$ cat src/rtl/watchdog_timer_pkg.sv
// Shared definitions for the watchdog timer: register map, CTRL/STATUS bit
// positions, FSM state encoding and the default kick key.
package watchdog_timer_pkg;

  localparam logic [1:0] ADDR_CTRL    = 2'b00;
  localparam logic [1:0] ADDR_COUNT   = 2'b01;
  localparam logic [1:0] ADDR_TIMEOUT = 2'b10;
  localparam logic [1:0] ADDR_STATUS  = 2'b11;

  localparam int CTRL_CANCEL = 0;
  localparam int CTRL_FORCE  = 1;
  localparam int CTRL_WIN_EN = 2;
  localparam int CTRL_IRQ_EN = 3;
  localparam int CTRL_PAUSED = 15;

  localparam int STAT_WARN = 0;
  localparam int STAT_WIN  = 1;
  localparam int STAT_KEY  = 2;
  localparam int STAT_TMO  = 3;

  localparam logic [15:0] DEFAULT_KICK_KEY = 16'hA5C3;

  typedef enum logic [1:0] {
    ST_RUN  = 2'd0,
    ST_WARN = 2'd1,
    ST_FIRE = 2'd2
  } wdt_state_e;

endpackage

$ cat src/rtl/watchdog_timer_prescaler.sv
// Free-running PRE_W-bit prescaler for the watchdog. Synchronous clear has
// priority over enable; o_tc flags the all-ones terminal count.
module wdt_prescaler #(
  parameter int unsigned PRE_W = 4
) (
  input  logic i_clk,
  input  logic i_rst,
  input  logic i_clr,
  input  logic i_en,
  output logic o_tc
);
  logic [PRE_W-1:0] pre_q, pre_d;

  // Next prescaler value: clear wins, otherwise count while enabled
  always_comb begin
    pre_d = pre_q;
    if (i_clr) begin
      pre_d = '0;
    end else if (i_en) begin
      pre_d = pre_q + 1'b1;
    end
  end

  // Prescaler register
  always_ff @(posedge i_clk) begin
    if (i_rst) begin
      pre_q <= '0;
    end else begin
      pre_q <= pre_d;
    end
  end

  assign o_tc = &pre_q;

endmodule

$ cat src/rtl/watchdog_timer.sv
// Memory-mapped watchdog with programmable timeout, prescaler, keyed kick,
// early-warning interrupt and stretched reset pulse.
// Define WATCHDOG_WINDOW_EN to build the early-kick window check; without it
// CTRL bit2 reads 0, STATUS bit1 reads 0 and every correct-key kick is taken.
module watchdog_timer
  import watchdog_timer_pkg::*;
#(
  parameter int unsigned PRE_W     = 4,
  parameter logic [15:0] WARN_LEAD = 16'd64,
  parameter int unsigned RST_PULSE = 4,
  parameter logic [15:0] KICK_KEY  = DEFAULT_KICK_KEY
) (
  input  logic        i_clk,
  input  logic        i_rst,
  input  logic [1:0]  i_memAddr,
  input  logic [15:0] i_memDataIn,
  input  logic        i_memWrEn,
  output logic [15:0] o_memDataOut,
  input  logic        i_smIsBooted,
  input  logic        i_smStartPause,
  output logic        o_doReset,
  output logic        o_warnIrq
);
  // Pulse counter is loaded with the last index so o_doReset spans RST_PULSE cycles
  localparam logic [3:0] PULSE_LAST = 4'(RST_PULSE - 1);

  wdt_state_e  state_q, state_d;
  logic [15:0] count_q, count_d;
  logic [15:0] timeout_q, timeout_d;
  logic        cancel_q, cancel_d;
  logic        irq_en_q, irq_en_d;
  logic        warn_pend_q, warn_pend_d;
  logic        st_win_q, st_win_d;
  logic        st_key_q, st_key_d;
  logic        st_tmo_q, st_tmo_d;
  logic        do_reset_q, do_reset_d;
  logic        warn_irq_q, warn_irq_d;
  logic [3:0]  pulse_q, pulse_d;

  logic        in_fire, paused, fire, fire_done;
  logic        ctrl_wr, kick_wr, kick_good, status_wr, timeout_wr;
  logic        pre_en, pre_clr, pre_tc, tick;
  logic [16:0] cnt_nxt, warn_thr;
  logic        win_en, win_violate;

  assign in_fire    = (state_q == ST_FIRE);
  assign paused     = ~i_smIsBooted | i_smStartPause;
  // Kicks and CTRL writes are dropped while the reset pulse is out
  assign ctrl_wr    = i_memWrEn & (i_memAddr == ADDR_CTRL) & ~in_fire;
  assign kick_wr    = i_memWrEn & (i_memAddr == ADDR_COUNT) & ~in_fire;
  assign kick_good  = kick_wr & (i_memDataIn == KICK_KEY);
  assign status_wr  = i_memWrEn & (i_memAddr == ADDR_STATUS);
  assign timeout_wr = i_memWrEn & (i_memAddr == ADDR_TIMEOUT);
  assign fire_done  = in_fire & (pulse_q == 4'd0);

  assign pre_en  = ~paused & ~cancel_q & ~in_fire;
  assign pre_clr = ctrl_wr | kick_good | fire_done;
  assign tick    = pre_tc & pre_en;

  // 17-bit compares so COUNT+1 cannot wrap at 16'hFFFF
  assign cnt_nxt  = {1'b0, count_q} + 17'd1;
  assign warn_thr = (timeout_q > WARN_LEAD) ? {1'b0, timeout_q - WARN_LEAD} : 17'd0;

`ifdef WATCHDOG_WINDOW_EN
  logic win_en_q, win_en_d;

  // Window-enable bit follows CTRL writes taken outside FIRE
  always_comb begin
    win_en_d = win_en_q;
    if (ctrl_wr) begin
      win_en_d = i_memDataIn[CTRL_WIN_EN];
    end
  end

  // Window-enable register
  always_ff @(posedge i_clk) begin
    if (i_rst) begin
      win_en_q <= 1'b0;
    end else begin
      win_en_q <= win_en_d;
    end
  end

  assign win_en      = win_en_q;
  assign win_violate = win_en_q & (count_q < (timeout_q >> 1));
`else
  assign win_en      = 1'b0;
  assign win_violate = 1'b0;
`endif

  wdt_prescaler #(
    .PRE_W (PRE_W)
  ) u_prescaler (
    .i_clk (i_clk),
    .i_rst (i_rst),
    .i_clr (pre_clr),
    .i_en  (pre_en),
    .o_tc  (pre_tc)
  );

  // Next-state, register-update and fire decisions
  always_comb begin
    state_d     = state_q;
    count_d     = count_q;
    timeout_d   = timeout_q;
    cancel_d    = cancel_q;
    irq_en_d    = irq_en_q;
    warn_pend_d = warn_pend_q;
    st_win_d    = st_win_q;
    st_key_d    = st_key_q;
    st_tmo_d    = st_tmo_q;
    do_reset_d  = do_reset_q;
    pulse_d     = pulse_q;
    fire        = 1'b0;

    if (timeout_wr) begin
      timeout_d = i_memDataIn;
    end
    if (ctrl_wr) begin
      cancel_d = i_memDataIn[CTRL_CANCEL];
      irq_en_d = i_memDataIn[CTRL_IRQ_EN];
    end
    // Clear first so a warning raised this same cycle still sticks
    if (status_wr && i_memDataIn[STAT_WARN]) begin
      warn_pend_d = 1'b0;
    end

    case (state_q)
      ST_RUN, ST_WARN: begin
        if (ctrl_wr) begin
          count_d = '0;
          fire    = i_memDataIn[CTRL_FORCE];
        end else if (kick_wr) begin
          if (!kick_good) begin
            fire     = 1'b1;
            st_key_d = 1'b1;
          end else if (win_violate) begin
            fire     = 1'b1;
            st_win_d = 1'b1;
          end else begin
            count_d = '0;
            state_d = ST_RUN;
          end
        end else if (tick) begin
          count_d = (count_q == 16'hFFFF) ? count_q : cnt_nxt[15:0];
          if (state_q == ST_RUN && cnt_nxt >= warn_thr) begin
            warn_pend_d = 1'b1;
            state_d     = ST_WARN;
          end
          if (cnt_nxt >= {1'b0, timeout_q}) begin
            fire     = 1'b1;
            st_tmo_d = 1'b1;
          end
        end
        if (fire) begin
          state_d    = ST_FIRE;
          do_reset_d = 1'b1;
          pulse_d    = PULSE_LAST;
        end
      end
      ST_FIRE: begin
        if (fire_done) begin
          state_d    = ST_RUN;
          do_reset_d = 1'b0;
          count_d    = '0;
        end else begin
          pulse_d = pulse_q - 4'd1;
        end
      end
      default: state_d = ST_RUN;
    endcase

    warn_irq_d = warn_pend_d & irq_en_d;
  end

  // State and register file
  always_ff @(posedge i_clk) begin
    if (i_rst) begin
      state_q     <= ST_RUN;
      count_q     <= '0;
      timeout_q   <= 16'hFFFF;
      cancel_q    <= 1'b0;
      irq_en_q    <= 1'b0;
      warn_pend_q <= 1'b0;
      st_win_q    <= 1'b0;
      st_key_q    <= 1'b0;
      st_tmo_q    <= 1'b0;
      do_reset_q  <= 1'b0;
      warn_irq_q  <= 1'b0;
      pulse_q     <= '0;
    end else begin
      state_q     <= state_d;
      count_q     <= count_d;
      timeout_q   <= timeout_d;
      cancel_q    <= cancel_d;
      irq_en_q    <= irq_en_d;
      warn_pend_q <= warn_pend_d;
      st_win_q    <= st_win_d;
      st_key_q    <= st_key_d;
      st_tmo_q    <= st_tmo_d;
      do_reset_q  <= do_reset_d;
      warn_irq_q  <= warn_irq_d;
      pulse_q     <= pulse_d;
    end
  end

  // Combinational read mux
  always_comb begin
    o_memDataOut = '0;
    case (i_memAddr)
      ADDR_CTRL: begin
        o_memDataOut[CTRL_CANCEL] = cancel_q;
        o_memDataOut[CTRL_WIN_EN] = win_en;
        o_memDataOut[CTRL_IRQ_EN] = irq_en_q;
        o_memDataOut[CTRL_PAUSED] = paused;
      end
      ADDR_COUNT:   o_memDataOut = count_q;
      ADDR_TIMEOUT: o_memDataOut = timeout_q;
      default: begin
        o_memDataOut[STAT_WARN] = warn_pend_q;
        o_memDataOut[STAT_WIN]  = st_win_q;
        o_memDataOut[STAT_KEY]  = st_key_q;
        o_memDataOut[STAT_TMO]  = st_tmo_q;
      end
    endcase
  end

  assign o_doReset = do_reset_q;
  assign o_warnIrq = warn_irq_q;

endmodule

$ cat config.mk
export PLATFORM = sky130hd
export DESIGN_NAME = watchdog_timer
export DESIGN_NICKNAME = d
export VERILOG_FILES = /design/src/rtl/watchdog_timer_pkg.sv /design/src/rtl/watchdog_timer_prescaler.sv /design/src/rtl/watchdog_timer.sv
export SDC_FILE = /design/constraint.sdc
export NUM_CORES = 1
export LEC_CHECK = 0
export ABC_AREA = 0
export CAP_MARGIN = 20
export CORE_UTILIZATION = 30
export CTS_CLUSTER_DIAMETER = 200
export CTS_CLUSTER_SIZE = 25
export DETAILED_ROUTE_END_ITERATION = 7
export GPL_ROUTABILITY_DRIVEN = 0
export PLACE_DENSITY = 0.59
export SLEW_MARGIN = 40
export SYNTH_ARGS = -nofsm -noshare
export SYNTH_HDL_FRONTEND = slang
export SYNTH_HIERARCHICAL = 1
export SYNTH_SLANG_ARGS = --single-unit
$ cat constraint.sdc
create_clock -name i_clk -period 4.1 [get_ports i_clk]
set_input_delay 0.82 -clock i_clk [delete_from_list [all_inputs] [get_ports i_clk]]
set_output_delay 0.82 -clock i_clk [all_outputs]
set_load 0.05 [all_outputs]
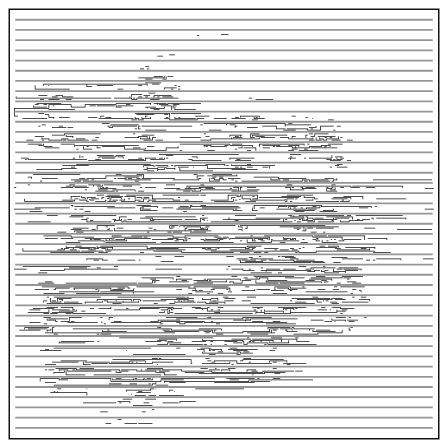
*Met1 routing, run 1*
Supply wires on this layer in gray.
506 nets have wire on it. The layer holds 47% of the routed length.

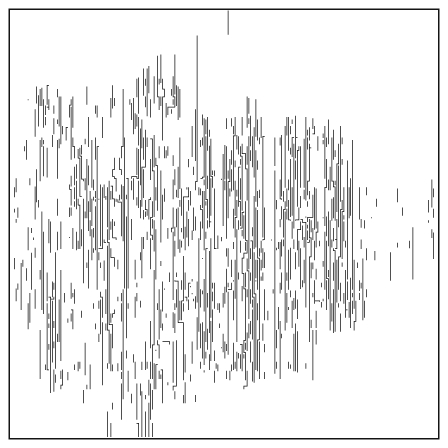
*Metal 2, run 1*
468 nets have wire on it. The longest straight run is 54.1 µm. The layer carries 4980 µm of wire.
routing usage on met2: 0.2848
via count: 3573
Routed WL: 10710 µm

==> impl_metrics.yaml, run 1 <==
# physical design summary
global_routing:
  grt_pass1_vias: 3429
  antenna_found_initial: 0
  grt_max_degree: 29
worst_hold_path:
  min_from: "st_tmo_q$_SDFFE_PP0P_"
  hold_class: "reg -> reg"
clock_tree:
  htreeDepth: 2
  clock_tree.root_cell: "clkbuf_16"
  clk_pin_slew_ps: 70
power_and_ir_drop:
  pg_comb_mw: 0.265
  power.group.top: "sequential cells"
  leakage_nw: 2.128
finish:
  clkbuf_count: 6
  seq_share: 0.2113
  comb.multi_input.count: 373
  fin_util: 0.3833
  dominant_cells: "multi-input combinational cells"
run_status:
  status: "finished clean"
yosys:
  yosys_area_mm2: 0.003771
  ff_type: "dfxtp_1"
  edf_count: 0
  syn-instance-count: 465
  xor_share: 0.05574
  synthSimpleGateAreaFrac: 0.2800
die:
  tap_cells: 168
  rows: 40
  pin_count: 41
  core_mm2: 0.01211
  die_area_mm2: 0.01302
setup_path:
  worstPathRequired_ps: 4290
  rr_worst_depth: 13
  r2r_start: "count_q[0]$_SDFFE_PP0P_"
place:
  place_ws_ps: 562.3
route:
  first_iter_violations: 155
final_timing:
  fin_skew_ps: 10.13
  slew_headroom: 0.4791
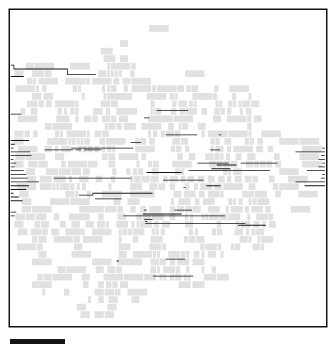
*The metal 3 layer, run 1*
Scale bar: 20 µm.
The wires run mostly horizontal. 57 nets have wire on it. The layer holds 4.8% of the routed length. The layer carries 515 µm of wire.
grt met3 use: 0.02488

--- run 2 (diff from run 1) ---
Settings changed: CORE_UTILIZATION 30 to 35, PLACE_DENSITY 0.59 to 0.65.
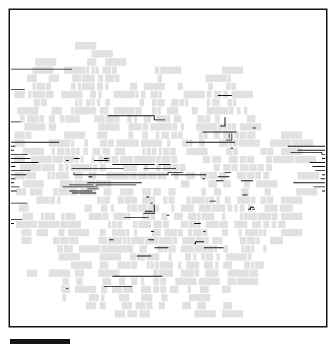
*The metal 3 layer, run 2*
Scale bar: 20 µm.
The layer carries 476 µm of wire. The longest straight run is 31.5 µm. The layer holds 4.6% of the routed length.
grt met3 use: 0.02721
via count: 3647
Routed WL: 10320 µm

==> impl_metrics.yaml, run 2 <==
# physical design summary
run_status:
  status: "finished clean"
setup_path:
  cp_top_family: "buffers and inverters"
  rr_worst_depth: 13
  worstPathArrival_ps: 2740
  setup.worst_path.end: "o_memDataOut[2]"
  r2r-end: "pulse_q[0]$_SDFFE_PP0P_"
  worst-path-max-fanout: 18
  r2r_start: "count_q[1]$_SDFFE_PP0P_"
  timing.critical_path.depth: 6
  worstPathRequired_ps: 3280
  worst_path_max_delay_cell: "ha_1"
  cpPeakStageDelay_ps: 590
global_routing:
  grt_pass1_wl_um: 17460
  grt_util_met2: 0.3305
  grt_pass1_vias: 3582
  antenna_found_initial: 0
  grt_max_degree: 29
yosys:
  syn_area_mm2: 0.003771
  syn-instance-count: 465
  avgSynthCellArea_um2: 8.110
  synthSimpleGateAreaFrac: 0.2800
  synthMostInstantiatedCell: "dfxtp_1"
  xor_share: 0.05574
  ys_seq_share: 0.2601
  edf_count: 0
  ys_sh_aoi: 0.2014
  ff_type: "dfxtp_1"
  yosys_area_mm2: 0.003771
  yosysTopAreaCell: "dfxtp_1"
  ys_types: 57
power_and_ir_drop:
  vdd_ir_drop_max_mv: 0.1646
  power.group.top: "sequential cells"
  pwr-share-clk: 0.315
  internal_power_mw: 0.7909
  leakage_nw: 2.118
  combPwrFrac: 0.235
  pwr_density_cell_mw_per_mm2: 248.1
  pg_comb_mw: 0.267
  p_sw_mw: 0.3448
  seq_power_mw: 0.512
final_timing:
  slew_headroom: 0.5397
  setup_slack_ps: 542.6
  fin_skew_ps: 13.37
  min_period_ps: 3557
finish:
  comb.multi_input.count: 373
  seq_share: 0.2143
  logic_area_mm2: 0.002625
  clkbuf_count: 6
  dominant_cells: "multi-input combinational cells"
  clockNetworkAreaShare: 0.02432
  layout.cells.most_common: "dfxtp_1"
  fin_cells: 635
  inverters: 22
  ff_count: 49
  fin_util: 0.4415
  fin_area_mm2: 0.004578
die:
  core_mm2: 0.01037
  tap_cells: 136
  die_area_mm2: 0.01119
  rows: 37
  pin_count: 41
route:
  ant_nets: 0
  first_iter_violations: 283
  dr.pass1.iters: 5
  via_per_inst: 5.743
clock_tree:
  cts_setup_buffers: 0
  htreeDepth: 2
  clk_pin_slew_ps: 90
  cts_buffer_depth: 2
  clock_tree.root_cell: "clkbuf_8"
  clock.latency.late_pin_ps: 320
worst_hold_path:
  hold_class: "reg -> reg"
  min_from: "st_tmo_q$_SDFFE_PP0P_"
  whs_path_depth: 2
place:
  place_ws_ps: 383.9
  dp_cells: 627
run:
  cap_violations: 0
Power is estimated from default activity; no workload was simulated.
